--- src/rtl/regread_arbiter_if.sv ---
// Bundle between the operand-fetch requesters, the register-file read mux and
// the read-port arbiter. The arbiter takes the slave view.
interface regread_arbiter_if #(
  parameter int NREQ = 4,
  parameter int DW   = 16,
  parameter int AW   = 3
);
  logic                 stall;
  logic [NREQ-1:0]      req;
  logic [NREQ*AW-1:0]   addr;
  logic [NREQ-1:0]      gnt;
  logic [AW-1:0]        sel0;
  logic [AW-1:0]        sel1;
  logic [DW-1:0]        q0;
  logic [DW-1:0]        q1;
  logic [NREQ*DW-1:0]   rdata;
  logic [NREQ-1:0]      rvalid;

  modport master (
    output stall, req, addr, q0, q1,
    input  gnt, sel0, sel1, rdata, rvalid
  );

  modport slave (
    input  stall, req, addr, q0, q1,
    output gnt, sel0, sel1, rdata, rvalid
  );
endinterface

--- src/rtl/regread_arbiter.sv ---
// Round-robin sharing of the register file's two read ports among NREQ requesters:
// up to two grants per cycle, returned words captured into per-requester registers.
module regread_arbiter #(
  parameter int NREQ = 4,
  parameter int DW   = 16,
  parameter int AW   = 3
) (
  input  logic             clk,
  input  logic             rst,
  regread_arbiter_if.slave bus
);

  localparam int PW = (NREQ > 1) ? $clog2(NREQ) : 1;
  localparam logic [PW:0] NREQ_W = (PW+1)'(NREQ);

  logic [PW-1:0]   ptr_q, ptr_d;
  logic [NREQ-1:0] rvalid_q;
  logic [DW-1:0]   rdata_q [NREQ];
  logic [AW-1:0]   addr_a  [NREQ];

  logic            arb_en;
  logic            w0_vld, w1_vld;
  logic [PW-1:0]   w0, w1;
  logic [NREQ-1:0] gnt_c;
  logic [AW-1:0]   sel0_c, sel1_c;

  for (genvar g = 0; g < NREQ; g++) begin : g_slices
    assign addr_a[g]                 = bus.addr[g*AW +: AW];
    assign bus.rdata[g*DW +: DW]     = rdata_q[g];
  end

  function automatic logic [PW-1:0] ptr_inc(input logic [PW-1:0] p);
    return (p == PW'(NREQ - 1)) ? '0 : p + 1'b1;
  endfunction

  assign arb_en = !rst && !bus.stall;

  always_comb begin
    logic [PW:0]   sum;
    logic [PW-1:0] idx;
    // NOTE: every output of this block gets a default before any branch, so no latch can be inferred.
    w0_vld = 1'b0;
    w1_vld = 1'b0;
    w0     = '0;
    w1     = '0;
    gnt_c  = '0;
    sel0_c = '0;
    sel1_c = '0;
    ptr_d  = ptr_q;
    sum    = '0;
    idx    = '0;

    // Scan from the pointer, wrapping; the first two pending requesters win.
    for (int k = 0; k < NREQ; k++) begin
      sum = {1'b0, ptr_q} + (PW+1)'(k);
      if (sum >= NREQ_W) sum = sum - NREQ_W;
      idx = sum[PW-1:0];
      if (arb_en && bus.req[idx]) begin
        if (!w0_vld) begin
          w0_vld = 1'b1;
          w0     = idx;
        end else if (!w1_vld) begin
          w1_vld = 1'b1;
          w1     = idx;
        end
      end
    end

    if (w0_vld) begin
      gnt_c[w0] = 1'b1;
      sel0_c    = addr_a[w0];
    end
    if (w1_vld) begin
      gnt_c[w1] = 1'b1;
      sel1_c    = addr_a[w1];
    end

    if (w1_vld)      ptr_d = ptr_inc(w1);
    else if (w0_vld) ptr_d = ptr_inc(w0);
  end

  assign bus.gnt    = gnt_c;
  assign bus.sel0   = sel0_c;
  assign bus.sel1   = sel1_c;
  assign bus.rvalid = rvalid_q;

  // NOTE: state is updated with non-blocking assignments so every register samples pre-edge values.
  always_ff @(posedge clk) begin
    if (rst) begin
      ptr_q    <= '0;
      rvalid_q <= '0;
      // NOTE: the result registers are reset too, since software may read zero back right after reset.
      for (int i = 0; i < NREQ; i++) rdata_q[i] <= '0;
    end else begin
      ptr_q    <= ptr_d;
      rvalid_q <= gnt_c;
      if (w0_vld) rdata_q[w0] <= bus.q0;
      if (w1_vld) rdata_q[w1] <= bus.q1;
    end
  end

endmodule

--- src/flat_wrapper.sv ---
// flat-port wrapper written by rule: the top's interface ports become plain ports
module regread_arbiter_flat 
#(
  parameter int NREQ = 4,
  parameter int DW   = 16,
  parameter int AW   = 3
)
  (clk, rst, bus_stall, bus_req, bus_addr, bus_q0, bus_q1, bus_gnt, bus_sel0, bus_sel1, bus_rdata, bus_rvalid);
  regread_arbiter_if #(.NREQ(NREQ), .DW(DW), .AW(AW)) bus_i ();
  input  logic clk;
  input  logic rst;
  input wire logic [$bits(bus_i.stall)-1:0] bus_stall;
  input wire logic [$bits(bus_i.req)-1:0] bus_req;
  input wire logic [$bits(bus_i.addr)-1:0] bus_addr;
  input wire logic [$bits(bus_i.q0)-1:0] bus_q0;
  input wire logic [$bits(bus_i.q1)-1:0] bus_q1;
  output wire logic [$bits(bus_i.gnt)-1:0] bus_gnt;
  output wire logic [$bits(bus_i.sel0)-1:0] bus_sel0;
  output wire logic [$bits(bus_i.sel1)-1:0] bus_sel1;
  output wire logic [$bits(bus_i.rdata)-1:0] bus_rdata;
  output wire logic [$bits(bus_i.rvalid)-1:0] bus_rvalid;
  assign bus_i.stall = bus_stall;
  assign bus_i.req = bus_req;
  assign bus_i.addr = bus_addr;
  assign bus_i.q0 = bus_q0;
  assign bus_i.q1 = bus_q1;
  assign bus_gnt = bus_i.gnt;
  assign bus_sel0 = bus_i.sel0;
  assign bus_sel1 = bus_i.sel1;
  assign bus_rdata = bus_i.rdata;
  assign bus_rvalid = bus_i.rvalid;
  regread_arbiter #(.NREQ(NREQ), .DW(DW), .AW(AW)) u_core (.clk(clk), .rst(rst), .bus(bus_i));
endmodule
--- config.mk ---
export PLATFORM = sky130hd
export DESIGN_NAME = regread_arbiter_flat
export DESIGN_NICKNAME = d
export VERILOG_FILES = /design/src/rtl/regread_arbiter_if.sv /design/src/rtl/regread_arbiter.sv /design/src/flat_wrapper.sv
export SDC_FILE = /design/constraint.sdc
export NUM_CORES = 1
export LEC_CHECK = 0
export CAP_MARGIN = 15
export CORE_UTILIZATION = 47
export DETAILED_ROUTE_END_ITERATION = 8
export PLACE_DENSITY = 0.84
export SLEW_MARGIN = 0
export SYNTH_ARGS = -nofsm -noshare
export SYNTH_HDL_FRONTEND = slang
export SYNTH_SLANG_ARGS = --single-unit
--- constraint.sdc ---
create_clock -name clk -period 4.71 [get_ports clk]
set_input_delay 0.471 -clock clk [delete_from_list [all_inputs] [get_ports clk]]
set_output_delay 0.471 -clock clk [all_outputs]
set_load 0.1 [all_outputs]
Fig. 1: run 1, wiring heat map
The bar under the picture is 20 um long. The die is cut into 19 by 19 equal tiles; dark blue is low, red is high, scaled to the fullest tile. Values are wire area over tile area, all layers added.
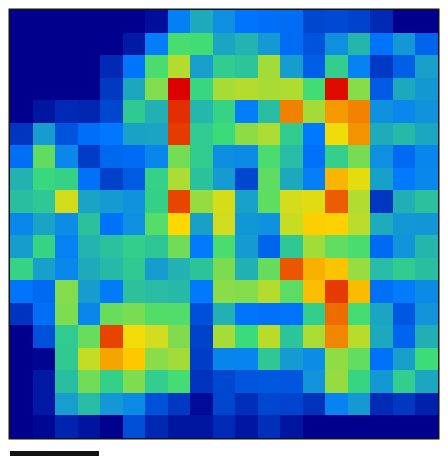
The mean over all tiles is 0.21. 26% of the tiles are over half the peak. The emptiest ninth of the die: upper left. The fullest tile reaches 0.57. 10% of the tiles are nearly empty.
Avg WL per Cell: 19.9 um
via count: 3481

Fig. 2: run 1, metal layers overlaid
The bar under the picture is 20 um long.
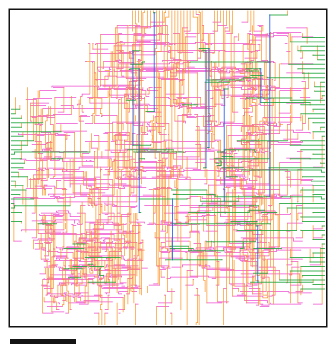
Key: green = M3 [wire length 1040 um]; orange = M2 [wire length 5740 um]; magenta = M1 [wire length 4210 um]; blue = M4 [wire length 302 um]

==> run summary, run 1 <==
Purpose: to document the outcome of synthesis and place and route.

Synth
The most popular library cell in the synthesized design by count is edfxtp_1. The share of flip-flops with an asynchronous set or reset after synthesis is 0%. The number of warnings reported in the yosys synthesis log is 0. For reference, compound AND-OR and OR-AND cells occupy 23.9% of the area reported after synthesis.

Floorplanning
The chip width is 95.7 um. The floorplan step records an initial core utilization of 49.4%.

Drt
The number of DRC markers after the initial detailed-route iteration is 287. The first-pass iteration count of the detailed router is 6. The detailed-route wire length is 11.3 mm.

Worst setup path
The capture point of the worst path is bus_gnt[1]. For this design, the slowest cell found on the critical path is a21oi_1.

Power and ir drop
The fraction of power consumed by sequential logic is 36.3%. VDD sags by at most 187 uV. Summed over all nets, the switching power comes to 756 uW. The clock network is responsible for 29.3% of the overall power.

Clock tree
Post-CTS timing repair inserted 0 buffers for setup. The CTS tree is yes. The root buffer selected by CTS is clkbuf_8. The CTS buffer count is 9.

Flow run
The total tool warning count is 33.

Global route
The leftover overflow at the end of global routing is 0.

Min path
The worst hold path terminates at u_core.ptr_q[0].

Status
The flow ran to the end, and the final reports show no timing, DRC or antenna violations.

Layout
The dominant kind of cell is registers. The number of standard cells in the final layout excluding fillers is 569.

Final timing
The final-layout worst hold slack is 0.886 ns.
Fig. 3: run 1, routing congestion
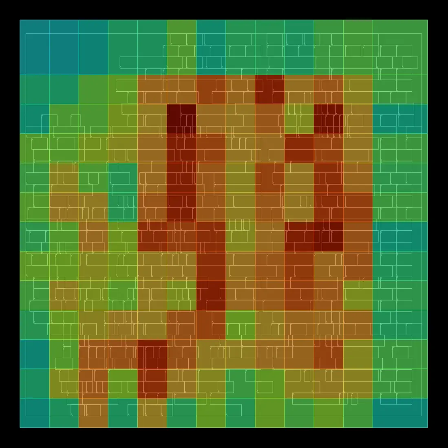
met1 usage in global routing: 30.7%
GR Layer Usage met2: 43.9%
Total Routing Usage GR: 25.6%
met3 demand-to-capacity share in global routing: 5.02%
final core area utilization: 69.6%

Fig. 4: run 1, cell classes on the final placement
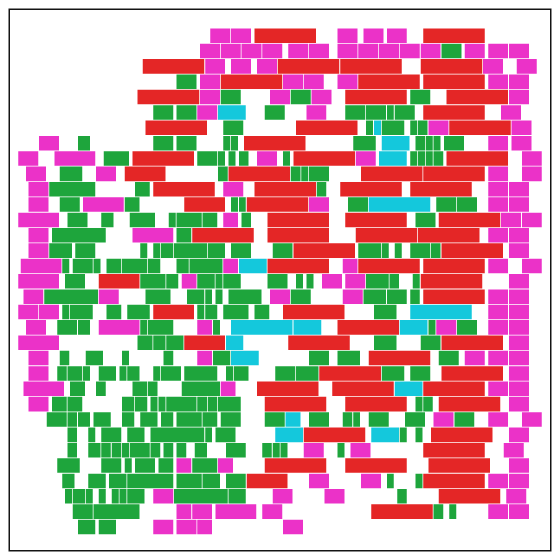

--- run 2 (diff from run 1) ---
--- a/config.mk
+++ b/config.mk
@@ -6,6 +6,7 @@
 export NUM_CORES = 1
 export LEC_CHECK = 0
 export CAP_MARGIN = 15
+export CORE_MARGIN = 3
 export CORE_UTILIZATION = 47
 export DETAILED_ROUTE_END_ITERATION = 8
 export PLACE_DENSITY = 0.84
Fig. 5: run 2, cell classes on the final placement
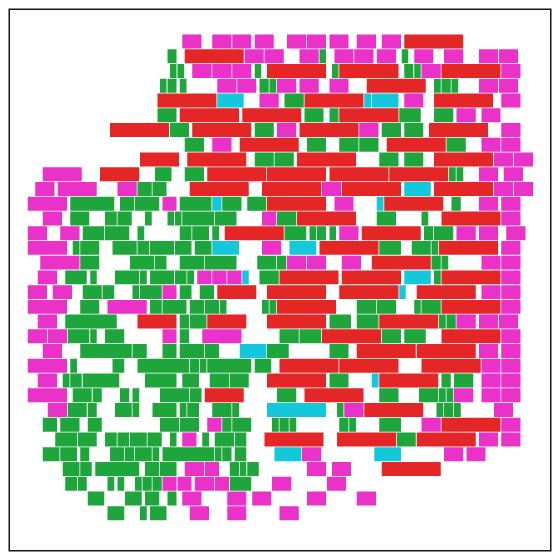
Key: green = remaining logic cells [cells 239]; cyan = clock drivers and dummy loads [cells 16]; magenta = remaining buffers and delay cells [cells 141]; red = sequential cells [cells 70]
Floorplan Core Area: 8380 um^2
final core area utilization: 68.6%

Fig. 6: run 2, sequential cells coloured by netlist name
The bar under the picture is 20 um long.
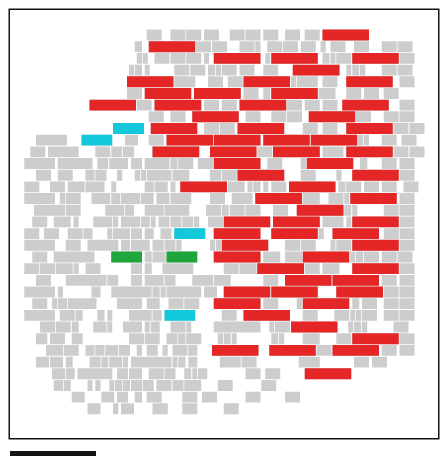
Key: green = u_core.ptr_q [flops 2]; cyan = u_core.bus.rvalid [flops 4]; red = u_core.rdata_q [flops 64]

==> run 2 against run 1 <==
Sequential power hardly changed. Register-to-register slack better by 0.35 ns. First-iteration DRC count is 3.5% lower. Clock skew fell by 0.0047 ns. Final area shrank 0.95%. Die size is 8.5% higher. Largest power group unchanged. Cell count up 0.35%. Sequential share of layout area grew 0.34 points. Hold slack worse by 0.25 ns. Synthesized cell count stayed put. Power is 7.0% lower.
==> run summary, run 2 <==
Purpose: to document the outcome of synthesis and place and route.

Power and ir drop
The clock share of power is 23.8%. In this run the VDD rail shows a maximum IR drop of 139 uV. The fraction of power consumed by sequential logic is 39.2%. The switching power summed over all nets is 736 uW.

Min path
The endpoint of the worst hold path is reported as u_core.ptr_q[0].

Worst setup path
The master of the slowest instance on the critical path is mux4_1. The capture point of the critical path was reported as bus_gnt[3].

Clock tree
Once the clock tree was built, the setup fixing pass inserted 0 buffers. The CTS tree is yes. The root buffer selected by CTS is clkbuf_8.

The CTS buffer count is 9.

Global route
The global route stage reports its total congestion overflow as 0. The global routing usage on met2 is 36.7%. Global routing used 22.8% of the available tracks across all layers. The fraction of met1 tracks used by global routing is 29.9%.

Synth
The total standard cell area after synthesis is 4120 um^2. The AND-OR/OR-AND share of the synthesized area is 23.9%. Yosys instantiated no cell more often than edfxtp_1. The share of flip-flops with an asynchronous set or reset after synthesis is 0%. The number of warnings reported in the yosys synthesis log is 0.

Drt
TritonRoute output was used to compute an average wire per cell of 20.0 um. In the post-route report, total wirelength is listed as 11.4 mm. The first-pass iteration count of the detailed router is 5. Across all layers, the routed design uses 3518 vias.

Status
The flow ran to the end, and the final reports show no timing, DRC or antenna violations.

Floorplanning
The die is 99.7 um wide.

Layout
There are 70 flip-flops and latches. The dominant kind of cell is registers.

Flow run
The total tool warning count is 33.
Power is estimated from default activity; no workload was simulated.
